[config.mk]
export PLATFORM = sky130hd
export DESIGN_NAME = act_pwl_eval_flat
export DESIGN_NICKNAME = d
export VERILOG_FILES = /design/src/rtl/act_pkg.sv /design/src/rtl/act_pwl_eval_if.sv /design/src/rtl/act_pwl_mac.sv /design/src/rtl/act_pwl_eval.sv /design/src/flat_wrapper.sv
export SDC_FILE = /design/constraint.sdc
export NUM_CORES = 1
export LEC_CHECK = 0
export CAP_MARGIN = 20
export CORE_ASPECT_RATIO = 0.75
export CORE_UTILIZATION = 48
export DETAILED_ROUTE_END_ITERATION = 12
export PLACE_DENSITY_LB_ADDON = 0.08
export SYNTH_ARGS = -nofsm -noshare
export SYNTH_HDL_FRONTEND = slang
export SYNTH_SLANG_ARGS = --single-unit
[constraint.sdc]
create_clock -name clk -period 4.2 [get_ports clk]
set_input_delay 0.42 -clock clk [delete_from_list [all_inputs] [get_ports clk]]
set_output_delay 0.42 -clock clk [all_outputs]
set_load 0.01 [all_outputs]
[src/rtl/act_pkg.sv]
// Shared types and constants for the piecewise-linear activation evaluator.
//   ACT_W          sample / result / coefficient width
//   FRAC_W         width of the segment fraction taken from the sample LSBs
//   DEF_FRAC_SHIFT default right shift applied to slope * frac
package act_pkg;

  localparam int unsigned ACT_W          = 8;
  localparam int unsigned FRAC_W         = 4;
  localparam int unsigned DEF_FRAC_SHIFT = 5;
  localparam int unsigned PROD_W         = ACT_W + FRAC_W;

  typedef logic [ACT_W-1:0]  act_t;
  typedef logic [FRAC_W-1:0] frac_t;

  typedef struct packed {
    act_t slope;
    act_t offset;
  } coef_t;

endpackage

[src/rtl/act_pwl_eval_if.sv]
// Sample/result stream bundle for act_pwl_eval.
//   in_valid/in_ready/in_data/in_type   : sample stream into the evaluator
//   out_valid/out_ready/out_data        : activation result stream
//   out_count                           : transferred-result counter (wraps)
// slave  = evaluator side, master = producer/consumer side.
interface act_pwl_eval_if #(
  parameter int unsigned CNT_W = 16
) ();
  import act_pkg::*;

  logic             in_valid;
  logic             in_ready;
  act_t             in_data;
  logic             in_type;
  logic             out_valid;
  logic             out_ready;
  act_t             out_data;
  logic [CNT_W-1:0] out_count;

  modport master (
    output in_valid, in_data, in_type, out_ready,
    input  in_ready, out_valid, out_data, out_count
  );

  modport slave (
    input  in_valid, in_data, in_type, out_ready,
    output in_ready, out_valid, out_data, out_count
  );

endinterface

[src/rtl/act_pwl_mac.sv]
// Combinational multiply-add-saturate for one PWL segment:
//   y = sat8(offset + ((slope * frac) >> FRAC_SHIFT))
// Ports: slope, offset (unsigned 8-bit), frac (4-bit), y (unsigned Q0.8).
module act_pwl_mac
  import act_pkg::*;
#(
  parameter int unsigned FRAC_SHIFT = DEF_FRAC_SHIFT
) (
  input  act_t  slope,
  input  act_t  offset,
  input  frac_t frac,
  output act_t  y
);

  logic [PROD_W-1:0] prod;
  logic [ACT_W:0]    sum;

  always_comb begin
    prod = PROD_W'(slope) * PROD_W'(frac);
    sum  = {1'b0, offset} + (ACT_W+1)'(prod >> FRAC_SHIFT);
    // carry out of the 8-bit add means the result exceeds full scale
    y    = sum[ACT_W] ? '1 : sum[ACT_W-1:0];
  end

endmodule

[src/rtl/act_pwl_eval.sv]
// Pipelined piecewise-linear activation evaluator.
// Ports:
//   clk, rst     clock, asynchronous active-high reset
//   bus          sample in / result out streams plus result counter
//   coef_x       registered sample presented to the external coefficient unit
//   coef_type    segment-format select presented with coef_x
//   coef_slope   slope returned combinationally for coef_x
//   coef_offset  offset returned combinationally for coef_x
// Pipeline: S1 (sample) -> S2 (coefficients) -> S3 (mac result) -> output
// register. A single global advance moves every stage together, so a stall
// at the output freezes the whole pipe and in_ready drops in the same cycle.
module act_pwl_eval
  import act_pkg::*;
#(
  parameter int unsigned FRAC_SHIFT = DEF_FRAC_SHIFT,
  parameter int unsigned CNT_W      = 16
) (
  input  logic          clk,
  input  logic          rst,
  act_pwl_eval_if.slave bus,
  output act_t          coef_x,
  output logic          coef_type,
  input  act_t          coef_slope,
  input  act_t          coef_offset
);

  logic             adv;
  logic             s1_valid;
  act_t             s1_x;
  logic             s1_type;
  logic             s2_valid;
  coef_t            s2_coef;
  frac_t            s2_frac;
  logic             s3_valid;
  act_t             s3_y;
  act_t             mac_y;
  logic             out_valid_q;
  act_t             out_data_q;
  logic [CNT_W-1:0] count_q;

  assign adv           = !out_valid_q || bus.out_ready;
  assign bus.in_ready  = adv;
  assign bus.out_valid = out_valid_q;
  assign bus.out_data  = out_data_q;
  assign bus.out_count = count_q;
  assign coef_x        = s1_x;
  assign coef_type     = s1_type;

  // Stage valids: bubbles travel with the pipe.
  always_ff @(posedge clk or posedge rst) begin
    if (rst) begin
      s1_valid    <= 1'b0;
      s2_valid    <= 1'b0;
      s3_valid    <= 1'b0;
      out_valid_q <= 1'b0;
    end else if (adv) begin
      s1_valid    <= bus.in_valid;
      s2_valid    <= s1_valid;
      s3_valid    <= s2_valid;
      out_valid_q <= s3_valid;
    end
  end

  // Datapath: later stages only load behind a valid stage so out_data keeps
  // its last real value across bubbles and never picks up undriven data.
  always_ff @(posedge clk or posedge rst) begin
    if (rst) begin
      s1_x       <= '0;
      s1_type    <= 1'b0;
      s2_coef    <= '0;
      s2_frac    <= '0;
      s3_y       <= '0;
      out_data_q <= '0;
    end else if (adv) begin
      s1_x    <= bus.in_data;
      s1_type <= bus.in_type;
      if (s1_valid) begin
        s2_coef <= '{slope: coef_slope, offset: coef_offset};
        s2_frac <= s1_x[FRAC_W-1:0];
      end
      if (s2_valid) s3_y <= mac_y;
      if (s3_valid) out_data_q <= s3_y;
    end
  end

  always_ff @(posedge clk or posedge rst) begin
    if (rst)                             count_q <= '0;
    else if (out_valid_q && bus.out_ready) count_q <= count_q + 1'b1;
  end

  act_pwl_mac #(
    .FRAC_SHIFT(FRAC_SHIFT)
  ) u_mac (
    .slope (s2_coef.slope),
    .offset(s2_coef.offset),
    .frac  (s2_frac),
    .y     (mac_y)
  );

endmodule
[src/flat_wrapper.sv]
// flat-port wrapper written by rule: the top's interface ports become plain ports
module act_pwl_eval_flat import act_pkg::*;
#(
  parameter int unsigned FRAC_SHIFT = DEF_FRAC_SHIFT,
  parameter int unsigned CNT_W      = 16
)
  (clk, rst, coef_x, coef_type, coef_slope, coef_offset, bus_in_valid, bus_in_data, bus_in_type, bus_out_ready, bus_in_ready, bus_out_valid, bus_out_data, bus_out_count);
  act_pwl_eval_if #(.CNT_W(CNT_W)) bus_i ();
  input  logic clk;
  input  logic rst;
  output act_t coef_x;
  output logic coef_type;
  input  act_t coef_slope;
  input  act_t coef_offset;
  input wire logic [$bits(bus_i.in_valid)-1:0] bus_in_valid;
  input wire logic [$bits(bus_i.in_data)-1:0] bus_in_data;
  input wire logic [$bits(bus_i.in_type)-1:0] bus_in_type;
  input wire logic [$bits(bus_i.out_ready)-1:0] bus_out_ready;
  output wire logic [$bits(bus_i.in_ready)-1:0] bus_in_ready;
  output wire logic [$bits(bus_i.out_valid)-1:0] bus_out_valid;
  output wire logic [$bits(bus_i.out_data)-1:0] bus_out_data;
  output wire logic [$bits(bus_i.out_count)-1:0] bus_out_count;
  assign bus_i.in_valid = bus_in_valid;
  assign bus_i.in_data = bus_in_data;
  assign bus_i.in_type = bus_in_type;
  assign bus_i.out_ready = bus_out_ready;
  assign bus_in_ready = bus_i.in_ready;
  assign bus_out_valid = bus_i.out_valid;
  assign bus_out_data = bus_i.out_data;
  assign bus_out_count = bus_i.out_count;
  act_pwl_eval #(.FRAC_SHIFT(FRAC_SHIFT), .CNT_W(CNT_W)) u_core (.clk(clk), .rst(rst), .bus(bus_i), .coef_x(coef_x), .coef_type(coef_type), .coef_slope(coef_slope), .coef_offset(coef_offset));
endmodule
==> impl_metrics.env <==
# implementation run metrics
export IMPL_dominant_cells="combinational gates"
export IMPL_avgSynthCellArea_um2=10.7
export IMPL_dp_hpwl_um=5500
export IMPL_drc=0
export IMPL_max_freq_ghz=0.240
export IMPL_logic_area_um2=2040
export IMPL_common_cells="dfrtp_1 (65), nand2_1 (50), inv_1 (29), mux2_2 (29)"
export IMPL_yosysUniqueCellTypes=39
export IMPL_postRouteAntennaNets=0
export IMPL_cp_start_kind="flip-flop"
export IMPL_min_period_ns=4.16
export IMPL_num_fill_cells=590
export IMPL_tool_warnings=27
export IMPL_r2r_start="u_core.s2_coef[12]"
export IMPL_postSynthSeqShare=0.449
export IMPL_io_pins=64
export IMPL_status="finished, final reports clean"
export IMPL_endpoint_kind="flip-flop"
export IMPL_rrSetupSlack_ns=0.04
export IMPL_htreeDepth=3
export IMPL_async_flop_share=1.00
export IMPL_num_vias=2735
export IMPL_antenna_cells=0
export IMPL_dieHeight_um=77.3
export IMPL_ys_cells=340
export IMPL_numSynthFlops=65
export IMPL_drv_cap=0
export IMPL_dpl_instance_area_um2=4630
export IMPL_ys_sh_aoi=0.0673
export IMPL_final_nets=507
export IMPL_cts_tree="yes"
export IMPL_gr_total_overflow=0
export IMPL_edf_count=0
export IMPL_top_cell_area_share=0.449
export IMPL_path_class="reg -> reg"
export IMPL_setup_viol=0
export IMPL_synthCells=340
export IMPL_port_buffers=63
export IMPL_cp_arrival_ns=4.41
export IMPL_inverters=30
export IMPL_whs_path_depth=1
export IMPL_ys_warn_count=0
export IMPL_crit_path_cell_trace="and2_4 -> fa_1 -> inv_1 -> fa_1 -> inv_2 -> ha_4 -> a21o_1 -> o2bb2ai_1 -> a311o_1 -> a21oi_2 -> xnor2_1 -> ha_2 -> or3_4 -> or3_4 -> and4_1 -> o31ai_1"
export IMPL_rsz0062_at_grt="true"
export IMPL_xor_share=0.0556
export IMPL_r2r_end="u_core.s3_y[7]"
export IMPL_hp_class="reg -> reg"
## timing repair
| action | 4_1_cts | 5_1_grt |
|---|---|---|
| endpoints found under the hold margin | 0 | 0 |
| pin swaps | 33 | 12 |
| endpoints found under the setup margin | 8 | 8 |
| hold buffers | 0 | 0 |
| resized | 23 | 12 |
| setup buffers | 4 | 1 |
## state kept, by name (all words and copies together) (netlist names), 4 cells and up
name                  flops
u_core.bus.out_count     16
u_core.bus.out_data       8
u_core.coef_x             8
u_core.s2_coef           16
u_core.s2_frac            4
u_core.s3_y               8
## metal layers
metal | share of wire | vias to the layer above | track usage
met5 | 0 | - | 0
met4 | 0.0081 | 0 | 0.0429
met3 | 0.060 | 6 | 0.0775
met2 | 0.44 | 61 | 0.326
met1 | 0.50 | 1318 | 0.302
li1 | - | 1350 | -
## worst max-delay path: cells and delay by family (launching register included)
family | cells | cell delay, ns
XOR/XNOR | 1 | 0.09
AND-OR/OR-AND | 5 | 0.99
AND/OR/NAND/NOR | 4 | 1.04
flip-flops | 1 | 0.43
buffers and inverters | 2 | 0.10
adder cells (fa/ha/maj) | 4 | 1.41
## cell usage in the layout, fill, tap and decap left out, drive strengths merged, types with 11 or more instances in the layout
cell type	synthesis	final
inv	29	29
xnor2	15	15
and2	22	22
nor2	18	18
clkdlybuf4s50	0	63
clkbuf	3	11
nand2	50	50
fa	12	12
ha	22	22
buf	2	35
mux2	29	29
dfrtp	65	65
Routed clock nets over the placement:
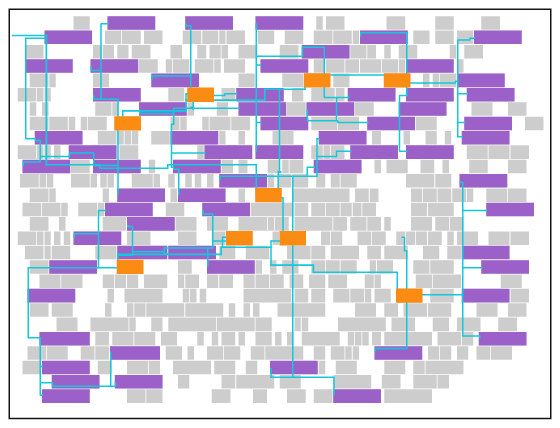
Key: cells driving clock nets = orange [count 9]; flip-flops = purple [count 65]; clock wires = cyan [length 871 um]
Position of the flops: spread over the die.
clk_lat worst skew: 0.34 ns
Setup Skew: 0.00964 ns

Sequential cells coloured by netlist name:
Bar = 20 um. Other sequential cells in the stronger grey, the rest of the logic in the fainter grey.
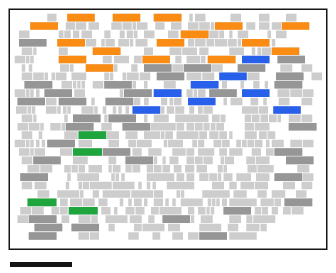
Key: `u_core.s2_frac` = green [placed flops 4]; `u_core.bus.out_count` = orange [placed flops 16]; `u_core.s3_y` = blue [placed flops 8]
flop share of the area: 0.327

Cell classes on the final placement:
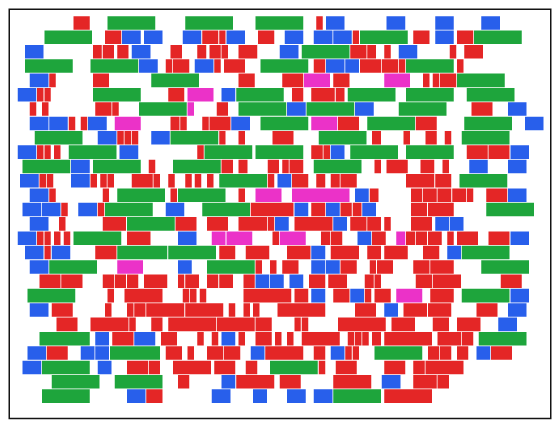
Key: all other logic = red [cells 270, share of their area 44%]; other buffers and delay cells = blue [cells 98, share of their area 18%]; clock drivers and dummy loads = magenta [cells 14, share of their area 3.8%]; flip-flops = green [cells 65, share of their area 34%]
Core Area: 7330 um2
Rows: 27
post-route core utilization: 0.681

Clock nets:
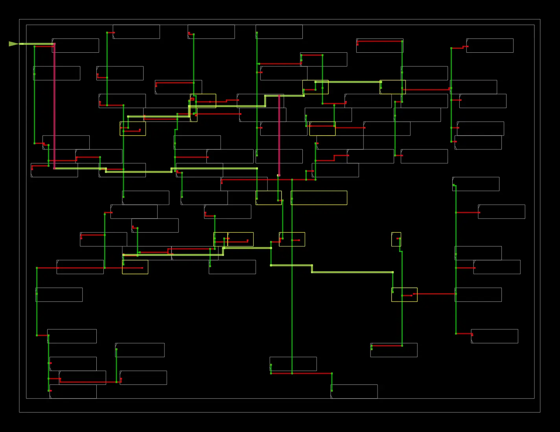
CTS sink count: 65
Clock Buffer Count: 11
seq_cells: 65
CTS Buf Count: 9

Sizing map:
Bar = 20 um.
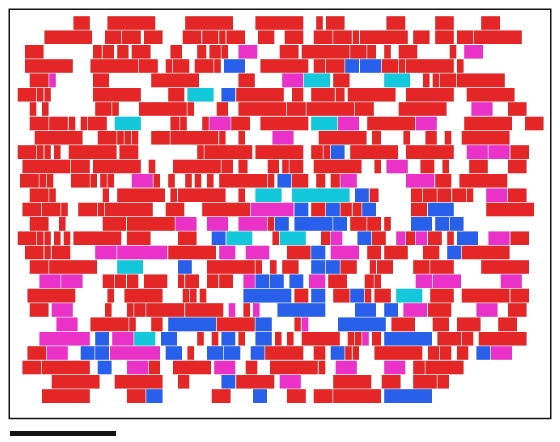
Key: drive 3 to 4 = blue [cells 55]; drive 2 = magenta [cells 54]; drive 1 or less = red [cells 326]; drive 6 and up = cyan [cells 12]
fin area: 4990 um2
final worst slack: 0.0359 ns

